--- src/rtl/mc_control_fsm_pkg.sv ---
// mc_control_fsm_pkg: shared MIPS-subset opcode/funct/instruction types, sequencer state and control-field encodings
package mc_control_fsm_pkg;
  localparam int INSTR_BYTES = 4;
  typedef enum logic [5:0] {
    OP_RTYPE = 6'h00,
    OP_J     = 6'h02,
    OP_BEQ   = 6'h04,
    OP_ADDI  = 6'h08,
    OP_LW    = 6'h23,
    OP_SW    = 6'h2b
  } OpCode;
  typedef enum logic [5:0] {
    FN_ADD = 6'h20,
    FN_SUB = 6'h22,
    FN_AND = 6'h24,
    FN_OR  = 6'h25
  } Funct;
  typedef struct packed {
    logic [5:0] op;
    logic [4:0] rs;
    logic [4:0] rt;
    logic [4:0] rd;
    logic [4:0] shamt;
    logic [5:0] funct;
  } RType;
  typedef struct packed {
    logic [5:0]  op;
    logic [4:0]  rs;
    logic [4:0]  rt;
    logic [15:0] imm;
  } IType;
  typedef enum logic [3:0] {
    IDLE, FETCH, DECODE, EXEC_R, EXEC_I, ADDR, MEM_RD, MEM_WR,
    WB_R, WB_I, WB_MEM, BRANCH, JUMP, TRAP
  } McState;
  typedef enum logic [1:0] {ALU_ADD, ALU_SUB, ALU_FUNCT} AluOp;
  typedef enum logic [1:0] {PC_ALU, PC_ALUOUT, PC_JUMP} PcSrc;
  typedef enum logic [1:0] {SRCB_B, SRCB_INSTR, SRCB_IMM, SRCB_IMM_SH2} AluSrcB;
  function automatic McState dispatch(input logic [5:0] op, input logic [5:0] funct);
    case (op)
      OP_RTYPE: return (funct inside {FN_ADD, FN_SUB, FN_AND, FN_OR}) ? EXEC_R : TRAP;
      OP_ADDI:  return EXEC_I;
      OP_LW,
      OP_SW:    return ADDR;
      OP_BEQ:   return BRANCH;
      OP_J:     return JUMP;
      default:  return TRAP;
    endcase
  endfunction
endpackage

--- src/rtl/mc_control_fsm_mem_timer.sv ---
// mc_mem_timer: wait-cycle counter (clk, reset_n, clear, inc) raising expired on its last allowed cycle; TIMEOUT=0 never expires
module mc_mem_timer #(
  parameter int TIMEOUT = 15
) (
  input  logic clk,
  input  logic reset_n,
  input  logic clear,
  input  logic inc,
  output logic expired
);
  localparam int W = TIMEOUT > 1 ? $clog2(TIMEOUT) : 1;
  logic [W-1:0] count;
  always_ff @(posedge clk or negedge reset_n)
    if (!reset_n) count <= '0;
    else if (clear) count <= '0;
    else if (inc) count <= count + W'(1);
  assign expired = (TIMEOUT != 0) && (count == W'(TIMEOUT - 1));
endmodule

--- src/rtl/mc_control_fsm.sv ---
// mc_control_fsm: multi-cycle MIPS-subset sequencer; in: run, instr, mem_ready, alu_zero; out: datapath controls, state_o, retire pulse/count, sticky trap
module mc_control_fsm
  import mc_control_fsm_pkg::*;
#(
  parameter int MEM_TIMEOUT = 15,
  parameter int CNT_WIDTH   = 16
) (
  input  logic                 clk,
  input  logic                 reset_n,
  input  logic                 run,
  input  logic [31:0]          instr,
  input  logic                 mem_ready,
  input  logic                 alu_zero,
  output logic                 pc_write,
  output logic                 pc_write_cond,
  output logic [1:0]           pc_src,
  output logic                 ir_write,
  output logic                 mem_req,
  output logic                 mem_we,
  output logic                 iord,
  output logic                 reg_write,
  output logic                 reg_dst,
  output logic                 mem_to_reg,
  output logic                 alu_src_a,
  output logic [1:0]           alu_src_b,
  output logic [1:0]           alu_op,
  output logic [3:0]           state_o,
  output logic                 instr_retired,
  output logic [CNT_WIDTH-1:0] retire_count,
  output logic                 trap
);
  McState state;
  RType   ir;
  logic   waiting, expired, retire, fetched, unused_bits;
  assign ir          = instr;
  assign unused_bits = ^{ir.rs, ir.rt, ir.rd, ir.shamt, alu_zero};
  assign waiting     = (state inside {FETCH, MEM_RD, MEM_WR}) && !mem_ready;
  assign fetched     = state == FETCH && mem_ready;
  assign retire      = (state inside {WB_R, WB_I, WB_MEM, BRANCH, JUMP}) || (state == MEM_WR && mem_ready);
  mc_mem_timer #(.TIMEOUT(MEM_TIMEOUT)) u_timer (
    .clk     (clk),
    .reset_n (reset_n),
    .clear   (!waiting),
    .inc     (waiting),
    .expired (expired)
  );
  always_ff @(posedge clk or negedge reset_n)
    if (!reset_n) begin
      state        <= IDLE;
      retire_count <= '0;
    end else begin
      if (retire) retire_count <= retire_count + CNT_WIDTH'(1);
      case (state)
        IDLE:    state <= run ? FETCH : IDLE;
        FETCH:   state <= mem_ready ? DECODE : expired ? TRAP : FETCH;
        DECODE:  state <= dispatch(ir.op, ir.funct);
        EXEC_R:  state <= WB_R;
        EXEC_I:  state <= WB_I;
        ADDR:    state <= (ir.op == OP_LW) ? MEM_RD : MEM_WR;
        MEM_RD:  state <= mem_ready ? WB_MEM : expired ? TRAP : MEM_RD;
        MEM_WR:  state <= mem_ready ? (run ? FETCH : IDLE) : expired ? TRAP : MEM_WR;
        TRAP:    state <= TRAP;
        default: state <= retire ? (run ? FETCH : IDLE) : TRAP;
      endcase
    end
  assign state_o       = state;
  assign pc_write      = fetched || state == JUMP;
  assign pc_write_cond = state == BRANCH;
  assign pc_src        = state == BRANCH ? PC_ALUOUT : state == JUMP ? PC_JUMP : PC_ALU;
  assign ir_write      = fetched;
  assign mem_req       = state inside {FETCH, MEM_RD, MEM_WR};
  assign mem_we        = state == MEM_WR;
  assign iord          = state inside {MEM_RD, MEM_WR};
  assign reg_write     = state inside {WB_R, WB_I, WB_MEM};
  assign reg_dst       = state == WB_R;
  assign mem_to_reg    = state == WB_MEM;
  assign alu_src_a     = state inside {EXEC_R, EXEC_I, ADDR, BRANCH};
  assign alu_src_b     = state == FETCH ? SRCB_INSTR : state == DECODE ? SRCB_IMM_SH2 :
                         (state inside {EXEC_I, ADDR}) ? SRCB_IMM : SRCB_B;
  assign alu_op        = state == EXEC_R ? ALU_FUNCT : state == BRANCH ? ALU_SUB : ALU_ADD;
  assign instr_retired = retire;
  assign trap          = state == TRAP;
endmodule

--- config.mk ---
export PLATFORM = sky130hd
export DESIGN_NAME = mc_control_fsm
export DESIGN_NICKNAME = d
export VERILOG_FILES = /design/src/rtl/mc_control_fsm_pkg.sv /design/src/rtl/mc_control_fsm_mem_timer.sv /design/src/rtl/mc_control_fsm.sv
export SDC_FILE = /design/constraint.sdc
export NUM_CORES = 1
export LEC_CHECK = 0
export ABC_CLOCK_PERIOD_IN_PS = 1400
export CAP_MARGIN = 20
export CORE_MARGIN = 2
export CORE_UTILIZATION = 36
export CTS_CLUSTER_SIZE = 28
export DETAILED_ROUTE_END_ITERATION = 7
export HOLD_SLACK_MARGIN = 0.05
export PLACE_DENSITY = 0.79
export SYNTH_ARGS = -nofsm -noshare
export SYNTH_HDL_FRONTEND = slang
export SYNTH_SLANG_ARGS = --single-unit
--- constraint.sdc ---
create_clock -name clk -period 1.4 [get_ports clk]
set_input_delay 0.14 -clock clk [delete_from_list [all_inputs] [get_ports clk]]
set_output_delay 0.14 -clock clk [all_outputs]
set_load 0.02 [all_outputs]
Fig. 1: cell classes on the final placement
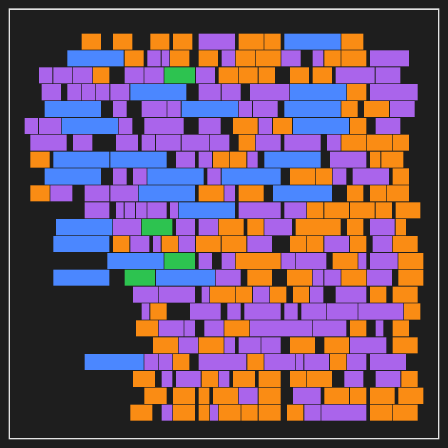
legend:
  registers:
    color: blue
    cells: 24
  clock drivers and dummy loads:
    color: green
    cells: 4
  remaining buffers and delay cells:
    color: orange
    cells: 114
  remaining logic cells:
    color: purple
    cells: 133

Fig. 2: placement density heat map
The die is cut into 7 by 7 equal tiles; black is low, pale yellow is high, 0 to 100% covered.
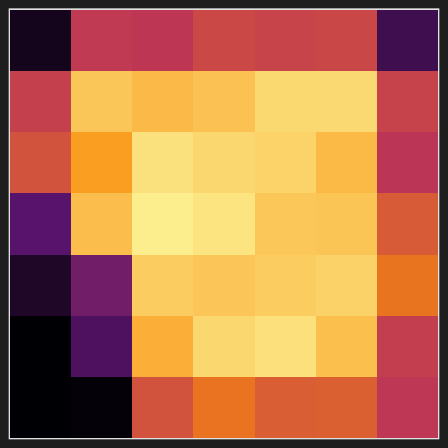
nearly empty tiles: 6.1%
mean over tiles: 63%
emptiest ninth of the die: bottom left
densest ninth of the die: middle

Fig. 3: cell sizes after repair
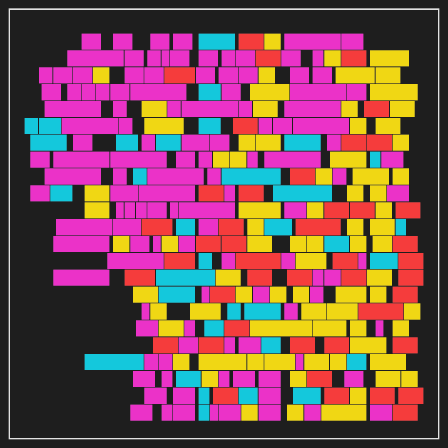
legend:
  x6 and larger:
    color: red
    cells: 44
    share: 16%
  x3 and x4:
    color: yellow
    cells: 77
    share: 28%
  x1 and smaller:
    color: magenta
    cells: 121
    share: 44%
  x2:
    color: cyan
    cells: 33
    share: 12%
P&R area growth vs syn: 103%
post-layout instance area: 3080 um2
slack of the critical path: -0.216 ns
Signal buffers: 114

==> flow_summary.json <==
{
  "status": "finished, violations left",
  "failed_checks": "setup timing",
  "syn_nets": 208,
  "warning_count": 51,
  "dp.final_hpwl_um": 3440,
  "top_layer": "met4",
  "maxPowerGroup": "combinational cells",
  "r2r-start": "state_o[1]",
  "combGateArea_um2": 1280,
  "grt_max_degree": 25,
  "synthArstFlopShare_pct": 100,
  "synth_chip_area_um2": 1520,
  "topCellsByArea": "dfrtp_1 (39%), xnor2_1 (8.6%), nor2_1 (3.9%)",
  "finalClockPeriodUsage_pct": 115,
  "cp-end-kind": "primary output",
  "setup_viol": 39,
  "use_met2_pct": 43.5,
  "logic_gate_count": 131,
  "ant_nets": 0,
  "post-place-cells": 303,
  "largest-register": "retire_count",
  "clockRootBuffer": "clkbuf_8",
  "hold_viol_final": 0,
  "worstPathMaxFanout": 6,
  "worst_slack_ns": -0.216,
  "slowest_stage": "dfrtp_2",
  "cts_inserted_buffers": 3,
  "postCtsSetupBuffers": 13,
  "post_drt_wl_per_cell_um": 19.9,
  "nFillCells": 240,
  "fin_skew_ns": 0.0103,
  "power.internal_uw": 3280,
  "cts_hold_buf": 0,
  "common_cells": "dfrtp_1 (24), nor2_1 (16), xnor2_1 (15), nand2_1 (10), nand3_1 (9)",
  "initCoreUtil_pct": 37.8,
  "ys_sh_xor_pct": 10.4,
  "edf_count": 0,
  "rows": 23,
  "synth.logic.top_family": "simple AND/OR/NAND/NOR gates",
  "synth_warnings": 0,
  "ir_drop_mv": 0.955,
  "met3_usage_pct": 3.07,
  "fin_cells": 325,
  "die_y_um": 69.0,
  "met1_usage_pct": 30.5,
  "combPwrFrac_pct": 73.3,
  "busiest_layer": "met2",
  "yosys.area_share.adder_pct": 2.47,
  "routed_wl_um": 6470,
  "gp_congestion": 0.834,
  "critPathKind": "flip-flop to primary output",
  "comb_area_share_pct": 41.7,
  "first_pass_iters": 4,
  "finalSetupTns_ns": -3.73,
  "netlist_area_um2": 1520,
  "dr_wl_met3_um": 386,
  "insertion_delay_ns": 0.28,
  "grt_pass1_vias": 1877,
  "path_clk_slew_ns": 0.09,
  "ys_sh_aoi_pct": 12.8,
  "grt_pass1_wl_um": 9470
}
